Fig. 1: wires at chosen ports, followed through buffers
The bar under the picture is 50 µm long.
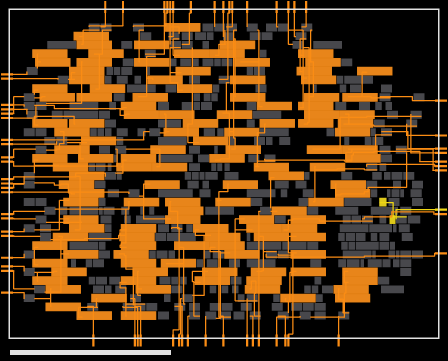
Fig. 2: placed cells, one color a class
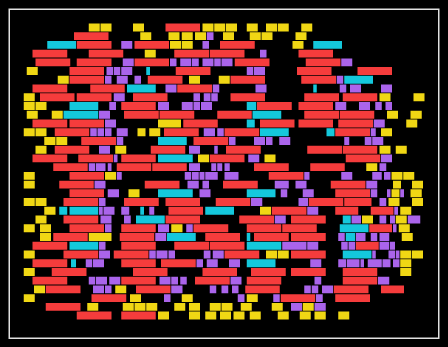
Fig. 3: routing congestion map
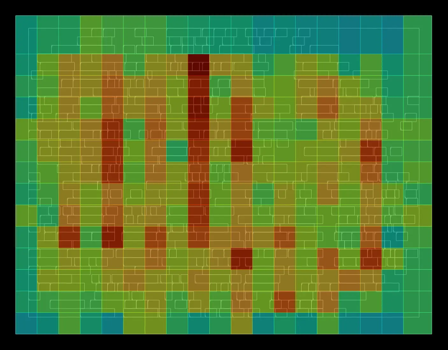
Fig. 4: placement density heat map
The bar under the picture is 50 µm long. 13 x 10 tiles, from black (low) to pale yellow (high), 0 to 100% covered.
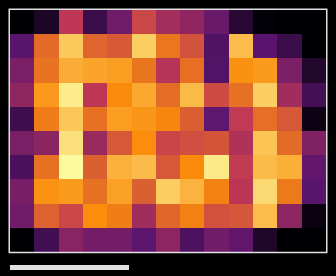
Fig. 5: PDN straps and rails
The bar under the picture is 50 µm long. Pins as bars on the die edge.
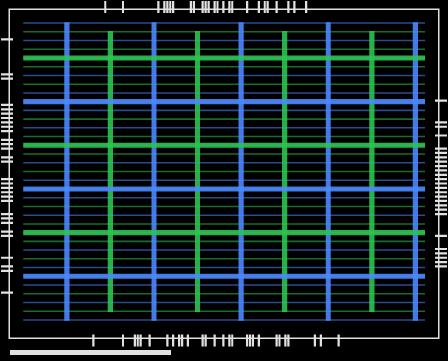
==> config.mk <==
export PLATFORM = sky130hd
export DESIGN_NAME = alu_z_stage_flat
export DESIGN_NICKNAME = d
export VERILOG_FILES = /design/src/rtl/alu_z_stage_if.sv /design/src/rtl/alu_z_stage.sv /design/src/flat_wrapper.sv
export SDC_FILE = /design/constraint.sdc
export NUM_CORES = 1
export LEC_CHECK = 0
export CORE_ASPECT_RATIO = 0.75
export CORE_MARGIN = 4
export CORE_UTILIZATION = 46
export DETAILED_ROUTE_END_ITERATION = 6
export PLACE_DENSITY_LB_ADDON = 0.2
export SLEW_MARGIN = 25
export SYNTH_ARGS = -nofsm -noshare
export SYNTH_HDL_FRONTEND = slang
export SYNTH_SLANG_ARGS = --single-unit
==> constraint.sdc <==
create_clock -name clk -period 4.7 [get_ports clk]
set_input_delay 0.94 -clock clk [delete_from_list [all_inputs] [get_ports clk]]
set_output_delay 0.94 -clock clk [all_outputs]
set_load 0.01 [all_outputs]
==> job_summary.md <==
## Implementation flow summary

| Metric | Value |
|---|---|
| Tool Warnings | 26 |
| DR pass1 iterations | 5 |
| Power share of the combinational group | a little under a quarter |
| Biggest area consumer among synthesized cells | edfxtp_1 |
| # Cells Yosys | 321 |
| Dominant cell by count in the synthesized netlist | edfxtp_1 |
| CTS root buffer | clkbuf_16 |
| Count of library flops with an enable pin | about 130 |
| Antenna violations before repair | 0 |
| Async S/R FF share, synth | 0% |
| CTS H-tree lvls | 4 |
| Netlist cell types | 35 |
| CTS resizes | 0 |
| Top cells by count | edfxtp_1 (128), mux2i_1 (64), o22ai_1 (32), nor4_1 (25) |
| Slew Limit Fails | 0 |
| Max FO, Critical Path | roughly 50 |
| Ys Warns | 0 |
| Number of global-route vias before repair | 3380 |
| Max reg flops | ~130 |
| DP Wirelength | about 8400 µm |
| Post-layout nets | slightly above 500 |
| Antenna Cells | 0 |
| Post-Synthesis Cells | 321 |
| First-pass GRT wire length | about 19000 µm |
| Clock Skews | between 0.006 and 0.007 ns |
| Netlist Area Pre-Place | about 0.0054 mm² |
| Sequential element share of the synthesized area | between 70% and 80% |
| Final hold vios | 0 |
| Vias | 3321 |
| Synth area leaders | edfxtp_1 (71%), mux2i_1 (12%), o22ai_1 (3.7%) |
| Status | finished, final reports clean |
| Achievable Freq | around 0.26 GHz |
| Die ar. | roughly 0.014 mm² |
| DRC | 0 |
| Clock Latency Late Sink | just over 0.4 ns |
| Tmin final | between 3 and 4 ns |
| Crit Path Class | flop to output pin |
| CTS sink count | between 100 and 150 |
| Hold/Removal Path Class | flop to flop |
| Max_slew headroom | between 30 and 40% |
| WHS | slightly below 0.5 ns |
| Reg clk slew, reported paths | about 0.05 ns |
| Via-to-Cell Ratio | roughly 5.4 |
| RSZ-0062 raised after global routing | false |
| Syn nets | ~390 |
| Power share of the clock group | about a third |
| Largest net degree at the start of global routing | 51 |
| Ratio of cells with drive above 1 in the final layout | a little under a tenth |
| Max Cap Violations | 0 |
| Crit path DAT | 2.91 ns |
| Hold buffer count at CTS | 0 |
## Picture notes: Fig. 1
Orange marks zif_in_result, bits 64, direction input, end cells 128, buffers 64, wire 2380 µm. Yellow marks zif_pop, bits 1, direction input, end cells 2, buffers 1, wire 28.2 µm.
I/O pin cnt: 109
input/output buffers: 108

## Picture notes: Fig. 2
Red marks registers, cells 134, share of their area 56%. Cyan marks clock drivers and dummy loads, cells 32, share of their area 8.7%. Purple marks remaining logic cells, cells 173, share of their area 19%. Yellow marks remaining buffers and delay cells, cells 113, share of their area 16%.
Core ar.: 0.0116 mm²
final core occ: 62.9%

## Picture notes: Fig. 3
Global Route met1 Usage: 25.1%
GR peak layer: met2
met3 Use GR: 6.84%
Wirelength per Cell: 20.0 µm
gr usage total: 18.8%

## Picture notes: Fig. 4
The densest ninth of the die: center. The emptiest ninth of the die: upper right. The fullest tile reaches 99%. 6.2% of the tiles are nearly empty. 25% of the tiles are over 75% full. The mean over all tiles is 52%.
fp util: 46.8%

## Picture notes: Fig. 5
Blue marks VSS. Green marks VDD.
35 met1 rails follow the rows. 9 straps on met4.
IR Drop Worst-Case VDD: 0.000287 V
Die Y-Extent: 102 µm
width of the die: 133 µm

routing by layer:
layer  share of wire (%)  up-vias  global-route usage (%)
li1                    -     1557                       -
met1                  45     1635                    25.1
met2                  46      119                    28.4
met3                 7.6       10                    6.84
met4                0.80        0                    7.27
met5                   0        -                       0
area by class of cell:
cell class / instances / area (µm²)
Clock buffer: 18 / 429
Clock inverter: 14 / 184
Fill cell: 852 / 4290
Inverter: 4 / 15.0
Multi-Input combinational cell: 169 / 1340
Sequential cell: 134 / 3970
Tap cell: 162 / 203
Timing Repair Buffer: 113 / 1140
cells in the final DEF (no fill, tap or decap), types with 3 or more instances in the layout:
master | synthesis | layout
a21oi_1 | 4 | 4
and2_1 | 5 | 5
buf_4 | 1 | 3
bufinv_16 | 0 | 4
clkbuf_16 | 0 | 17
clkdlybuf4s50_1 | 0 | 108
clkinv_1 | 0 | 3
clkinvlp_4 | 0 | 4
dfxtp_1 | 6 | 5
edfxtp_1 | 128 | 128
mux2i_1 | 64 | 64
nand2_1 | 4 | 4
nand4_1 | 4 | 4
nor2_1 | 4 | 3
nor3_1 | 5 | 5
nor4_1 | 25 | 25
o22ai_1 | 32 | 32
logic make-up (layout without fill, tap and decap cells):
kind of cell | count (synthesis) | count (layout) | share of synthesized area (%)
simple gates | 59 | 59 | 7.00
flops | 134 | 134 | 73.2
fa+ha+maj | 1 | 1 | 0.231
compound gates | 41 | 41 | 4.87
xor+xnor | 4 | 4 | 0.647
buf+inv | 18 | 149 | 2.26
mux | 64 | 64 | 11.8
critical path: stages (launching register included):
cell	delay [ns]
dfxtp_4	0.90
buf_4	0.48
a21oi_1	0.10
a211oi_2	0.21
o2111a_1	0.19
clkdlybuf4s50_1	0.58
power groups by stage:
stage	clock network (W)	logic, W	registers [W]
final	0.00135	0.000935	0.00161
after global routing	0.00143	0.00101	0.00162
after global placement	0	0.000932	0.00163
after floorplan	0	0.000601	0.00155
after detailed placement	0	0.000941	0.00163
after CTS	0.00137	0.000947	0.00161
metrics by stage:
| step | cells | power, W | setup WS (ns) | instance area (µm²) | util, % |
|---|---|---|---|---|---|
| global placement | 582 | 0.00256 | 1.11 | 6670 | 57.6 |
| floorplan | 321 | 0.00215 | 0.289 | 5420 | - |
| finish | 614 | 0.00389 | 0.853 | 7280 | 62.9 |
| detailed placement | 582 | 0.00257 | 1.08 | 6670 | 57.6 |
| CTS | 614 | 0.00393 | 0.829 | 7280 | 62.9 |
| global route | 614 | 0.00406 | 0.735 | 7280 | 62.9 |
Power and IR drop assume default switching activity.
